**Cells colored by class**

(4 px per µm) Fill, decap, tap and diode cells in gray.
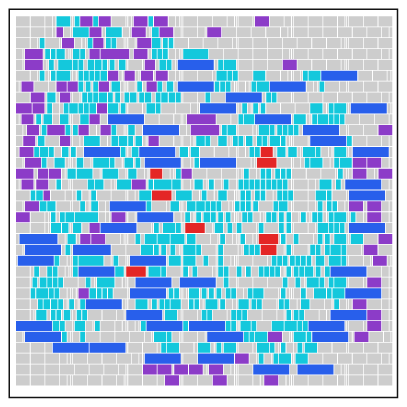
**Cells by drive strength**

(4 px per µm)
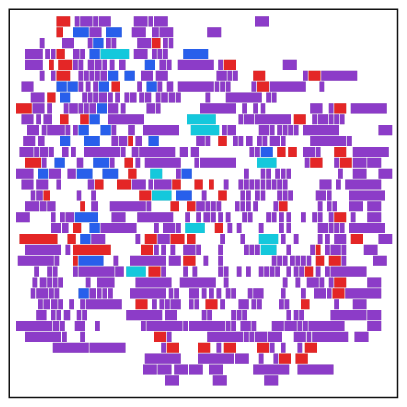
**The metal 3 layer**

(4 px per µm)
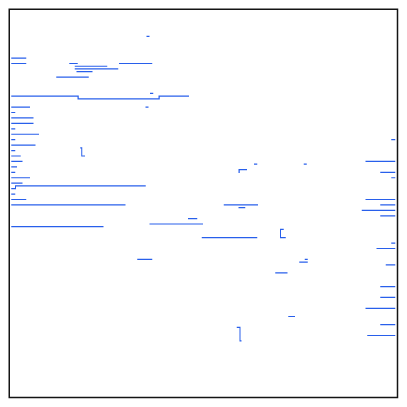
**Routing congestion**

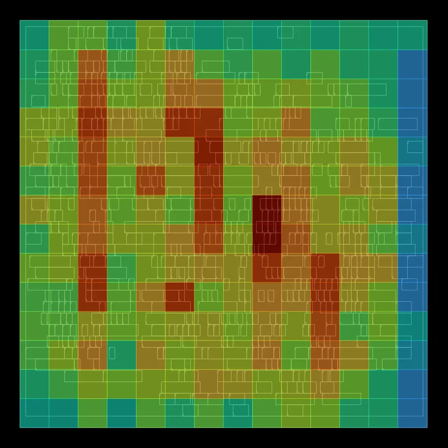
**Selected gate families**

(4 px per µm)
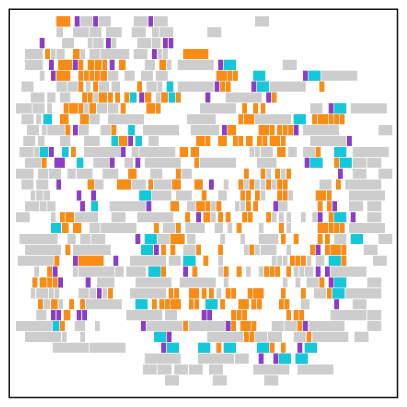
--- config.mk ---
export PLATFORM = sky130hd
export DESIGN_NAME = multicycle_ctrl
export DESIGN_NICKNAME = d
export VERILOG_FILES = /design/src/rtl/multicycle_ctrl.sv
export SDC_FILE = /design/constraint.sdc
export NUM_CORES = 1
export LEC_CHECK = 0
export ABC_AREA = 1
export CAP_MARGIN = 10
export CORE_UTILIZATION = 40
export DETAILED_ROUTE_END_ITERATION = 7
export PLACE_DENSITY = 0.66
export SLEW_MARGIN = 20
export SYNTH_ARGS = -nofsm -noshare
export SYNTH_HDL_FRONTEND = slang
export SYNTH_SLANG_ARGS = --single-unit
--- constraint.sdc ---
create_clock -name clk -period 2.2 [get_ports clk]
set_clock_uncertainty 0.1 [all_clocks]
set_input_delay 0.33 -clock clk [delete_from_list [all_inputs] [get_ports clk]]
set_output_delay 0.33 -clock clk [all_outputs]
set_load 0.01 [all_outputs]
--- src/rtl/multicycle_ctrl.sv ---
// Multi-cycle control FSM: fetch/decode/exec/mem/wb sequencing,
// datapath select/enable generation and bounded data-memory wait.
module multicycle_ctrl #(
   parameter int WAIT_MAX = 15
) (
   input  logic        clk,
   input  logic        rst,
   input  logic [5:0]  op,
   input  logic [5:0]  funct,
   input  logic        zero,
   input  logic        dm_ready,
   output logic        pc_we,
   output logic        ir_we,
   output logic        reg_we,
   output logic        dm_re,
   output logic        dm_we,
   output logic        alu_src_sel,
   output logic [1:0]  reg_dst_sel,
   output logic [1:0]  wb_sel,
   output logic [1:0]  npc_sel,
   output logic [2:0]  alu_op,
   output logic        illegal,
   output logic        mem_err,
   output logic [31:0] retired
);

   typedef enum logic [2:0] {
      S_FETCH  = 3'd0,
      S_DECODE = 3'd1,
      S_EXEC   = 3'd2,
      S_MEM    = 3'd3,
      S_WB     = 3'd4
   } state_t;

   typedef enum logic [3:0] {
      C_NONE, C_R, C_ORI, C_LUI, C_LW,
      C_SW, C_BEQ, C_J, C_JAL, C_ILL
   } cls_t;

   state_t      r_state, w_next;
   cls_t        r_cls, w_cls;
   logic [2:0]  r_alu, w_alu;
   logic [7:0]  r_wait;
   logic [31:0] r_ret;
   logic        w_retire;

   logic        w_pc_we, w_ir_we, w_reg_we;
   logic        w_dm_re, w_dm_we, w_alu_src;
   logic [1:0]  w_reg_dst, w_wb, w_npc;
   logic [2:0]  w_alu_op;
   logic        w_ill, w_merr;

   always_comb begin
      w_cls = C_ILL;
      w_alu = 3'd0;
      case (op)
         6'b000000: begin
            case (funct)
               6'b100001: begin w_cls = C_R; w_alu = 3'd0; end
               6'b100011: begin w_cls = C_R; w_alu = 3'd1; end
               6'b101010: begin w_cls = C_R; w_alu = 3'd3; end
               default:   w_cls = C_ILL;
            endcase
         end
         6'b001101: begin w_cls = C_ORI; w_alu = 3'd2; end
         6'b001111: begin w_cls = C_LUI; w_alu = 3'd4; end
         6'b100011: w_cls = C_LW;
         6'b101011: w_cls = C_SW;
         6'b000100: begin w_cls = C_BEQ; w_alu = 3'd1; end
         6'b000010: w_cls = C_J;
         6'b000011: w_cls = C_JAL;
         default:   w_cls = C_ILL;
      endcase
   end

   always_comb begin
      w_next    = r_state;
      w_retire  = 1'b0;
      w_pc_we   = 1'b0;
      w_ir_we   = 1'b0;
      w_reg_we  = 1'b0;
      w_dm_re   = 1'b0;
      w_dm_we   = 1'b0;
      w_alu_src = 1'b0;
      w_reg_dst = 2'b00;
      w_wb      = 2'b00;
      w_npc     = 2'b00;
      w_alu_op  = 3'd0;
      w_ill     = 1'b0;
      w_merr    = 1'b0;
      case (r_state)
         S_FETCH: begin
            w_ir_we = 1'b1;
            w_pc_we = 1'b1;
            w_next  = S_DECODE;
         end
         S_DECODE: begin
            w_next = S_EXEC;
            case (w_cls)
               C_J: begin
                  w_pc_we  = 1'b1;
                  w_npc    = 2'b10;
                  w_next   = S_FETCH;
                  w_retire = 1'b1;
               end
               C_JAL: begin
                  w_pc_we   = 1'b1;
                  w_npc     = 2'b10;
                  w_reg_we  = 1'b1;
                  w_reg_dst = 2'b10;
                  w_wb      = 2'b10;
                  w_next    = S_FETCH;
                  w_retire  = 1'b1;
               end
               C_ILL: begin
                  w_ill  = 1'b1;
                  w_next = S_FETCH;
               end
               default: w_next = S_EXEC;
            endcase
         end
         S_EXEC: begin
            w_alu_op  = r_alu;
            w_alu_src = (r_cls == C_ORI) || (r_cls == C_LUI) ||
                        (r_cls == C_LW)  || (r_cls == C_SW);
            case (r_cls)
               C_BEQ: begin
                  w_pc_we  = zero;
                  w_npc    = zero ? 2'b01 : 2'b00;
                  w_next   = S_FETCH;
                  w_retire = 1'b1;
               end
               C_LW, C_SW: w_next = S_MEM;
               default:    w_next = S_WB;
            endcase
         end
         S_MEM: begin
            w_dm_re = (r_cls == C_LW);
            w_dm_we = (r_cls == C_SW);
            if (dm_ready) begin
               if (r_cls == C_LW) begin
                  w_next = S_WB;
               end else begin
                  w_next   = S_FETCH;
                  w_retire = 1'b1;
               end
            end else if (r_wait == 8'(WAIT_MAX)) begin
               w_merr = 1'b1;
               w_next = S_FETCH;
            end
         end
         S_WB: begin
            w_reg_we  = 1'b1;
            w_reg_dst = (r_cls == C_R) ? 2'b01 : 2'b00;
            w_wb      = (r_cls == C_LW) ? 2'b01 : 2'b00;
            w_next    = S_FETCH;
            w_retire  = 1'b1;
         end
         default: w_next = S_FETCH;
      endcase
   end

   always_ff @(posedge clk or posedge rst) begin
      if (rst) begin
         r_state <= S_FETCH;
         r_cls   <= C_NONE;
         r_alu   <= 3'd0;
         r_wait  <= 8'd0;
         r_ret   <= 32'd0;
      end else begin
         r_state <= w_next;
         if (r_state == S_DECODE) begin
            r_cls <= w_cls;
            r_alu <= w_alu;
         end
         // counter is zero whenever outside S_MEM, so entry always starts at 0
         if (r_state != S_MEM || w_next != S_MEM)
            r_wait <= 8'd0;
         else
            r_wait <= r_wait + 8'd1;
         if (w_retire)
            r_ret <= r_ret + 32'd1;
      end
   end

   assign pc_we       = w_pc_we   & ~rst;
   assign ir_we       = w_ir_we   & ~rst;
   assign reg_we      = w_reg_we  & ~rst;
   assign dm_re       = w_dm_re   & ~rst;
   assign dm_we       = w_dm_we   & ~rst;
   assign alu_src_sel = w_alu_src & ~rst;
   assign illegal     = w_ill     & ~rst;
   assign mem_err     = w_merr    & ~rst;
   assign reg_dst_sel = rst ? 2'b00 : w_reg_dst;
   assign wb_sel      = rst ? 2'b00 : w_wb;
   assign npc_sel     = rst ? 2'b00 : w_npc;
   assign alu_op      = rst ? 3'd0  : w_alu_op;
   assign retired     = r_ret;

endmodule

==> job_summary.md <==
### Flow metrics

| Metric | Value |
|---|---|
| Setup CP Type | in2out |
| IO Pins | 65 |
| Syn Area/Cell | 6.94 µm² |
| Grt ovf | 0 |
| Clk_lat worst skew | 0.31 ns |
| Largest family of logic cells by area | simple AND/OR/NAND/NOR gates |
| Wire length on met2 | 4390 µm |
| Inserted Clock Buffers | 5 |
| Hold Path Class | reg2reg |
| Least-Margin Pin Slew | 0.635 ns |
| Floorplan Utilization | 0.411 |
| Hold buffers post-CTS | 0 |
| Layout cells sized above 1 | 0.189 |
| Crit. End Element | primary output |
| Clock root cell | clkbuf_8 |
| Post-Syn Nets | 535 |
| Largest stage delay on the critical path | 0.27 ns |
| Yosys Chip Area | 3590 µm² |
| Cell depth of the worst flop-to-flop path | 10 |
| # resized after CTS | 32 |
| RSZ-0062 raised after global routing | yes |
| GPL Wtd Cong | 0.906 |
| Reg-to-reg startpoint | retired[1] |
| Die X | 96.7 µm |
| Min-Delay Path Depth | 1 |
| Fillcell total | 860 |
| Post CTS Setup Buffer Count | 5 |
| NonClk Buf Share | 0.182 |
| XOR/XNOR Fraction of Synth Area | 0.0391 |
| Psw | 0.000870 W |
| DP Worst Slack | -0.486 ns |
| Clock distribution power | 0.000592 W |
| Seq pwr | 0.00108 W |
| CTS clk-pin slew, worst paths | 0.11 ns |
| HPWL Detailed | 6880 µm |
| Gate Area | 2020 µm² |
| Max-slew violations | 0 |
| Tap cell count | 108 |
| Sw frac | 0.363 |
| Final net count | 621 |
| Largest delay contributor family on the critical path | buffers and inverters |
| PnR Total Power | 0.00240 W |
| Dominant register cell | dfrtp_1 |
| Combinational group share of total power | 0.300 |
| Register share after synthesis | 0.349 |
| CP Launch Point | op[4] |
| Fmax | 0.465 GHz |
| Buffers & Inverters on Critical Path | 5 |
| Comb_multi_in | 387 |
| Max FO, Critical Path | 4 |
| Synth unique cells | 33 |
| Status | finished, final reports clean |
| Worst EP required | 1.77 ns |
| Top cell category | logic gates |
| Wire length on met3 | 352 µm |
| # diodes | 0 |
| Worst-path cell chain | dlygate4sd2_1 -> nor2_4 -> buf_4 -> nand3_2 -> inv_1 -> nand3_1 -> nand2_1 -> inv_1 -> nand2_1 -> nand2_1 -> nor2_1 -> clkdlybuf4s15_2 |
| Clk pwr share | 0.247 |
| Max-cap viol count | 0 |
| Synth area leader | dfrtp_1 |
| CTS tree | done |
| CP Launch Type | primary input |
## Picture notes: 'cells colored by class'
[purple] remaining buffers and delay cells | cells: 88
[blue] sequential cells | cells: 50
[cyan] combinational and other logic | cells: 458
[red] clock drivers and dummy loads | cells: 8
Finished Core Util: 0.530
flop share of the area: 0.271
Std-Cell Rows: 34

## Picture notes: 'cells by drive strength'
[red] _2 cells | cells: 71
[blue] _3 and _4 cells | cells: 33
[cyan] _6 and larger | cells: 10
[purple] _0 and _1 cells | cells: 490
Final WS setup: 0.0496 ns
Final Cell Area: 4620 µm²
Area Overhead vs Synth: 29.0%
Signal buffers: 88

## Picture notes: 'the metal 3 layer'
nets with wire on the layer: 57
longest straight run: 32.4 µm
share of all routed wire: 3.9%
main direction: horizontal
met3 GRT Util: 0.0383
vias: 3491
final WL: 8940 µm

## Picture notes: 'routing congestion'
met2 usage: 0.345
wire per inst: 12.6 µm
GRT Overall Usage: 0.196

## Picture notes: 'selected gate families'
[purple] inv cells | cells: 71 | where: spread over the die
[orange] nand cells | cells: 219
[cyan] aoi and oai cells | cells: 42 | where: spread over the die
multi-input combinational area share: 0.438
most instantiated logic cell after routing: nand2_1
Cell Count, Final, Fillers Out: 712

Power and IR drop assume default switching activity.
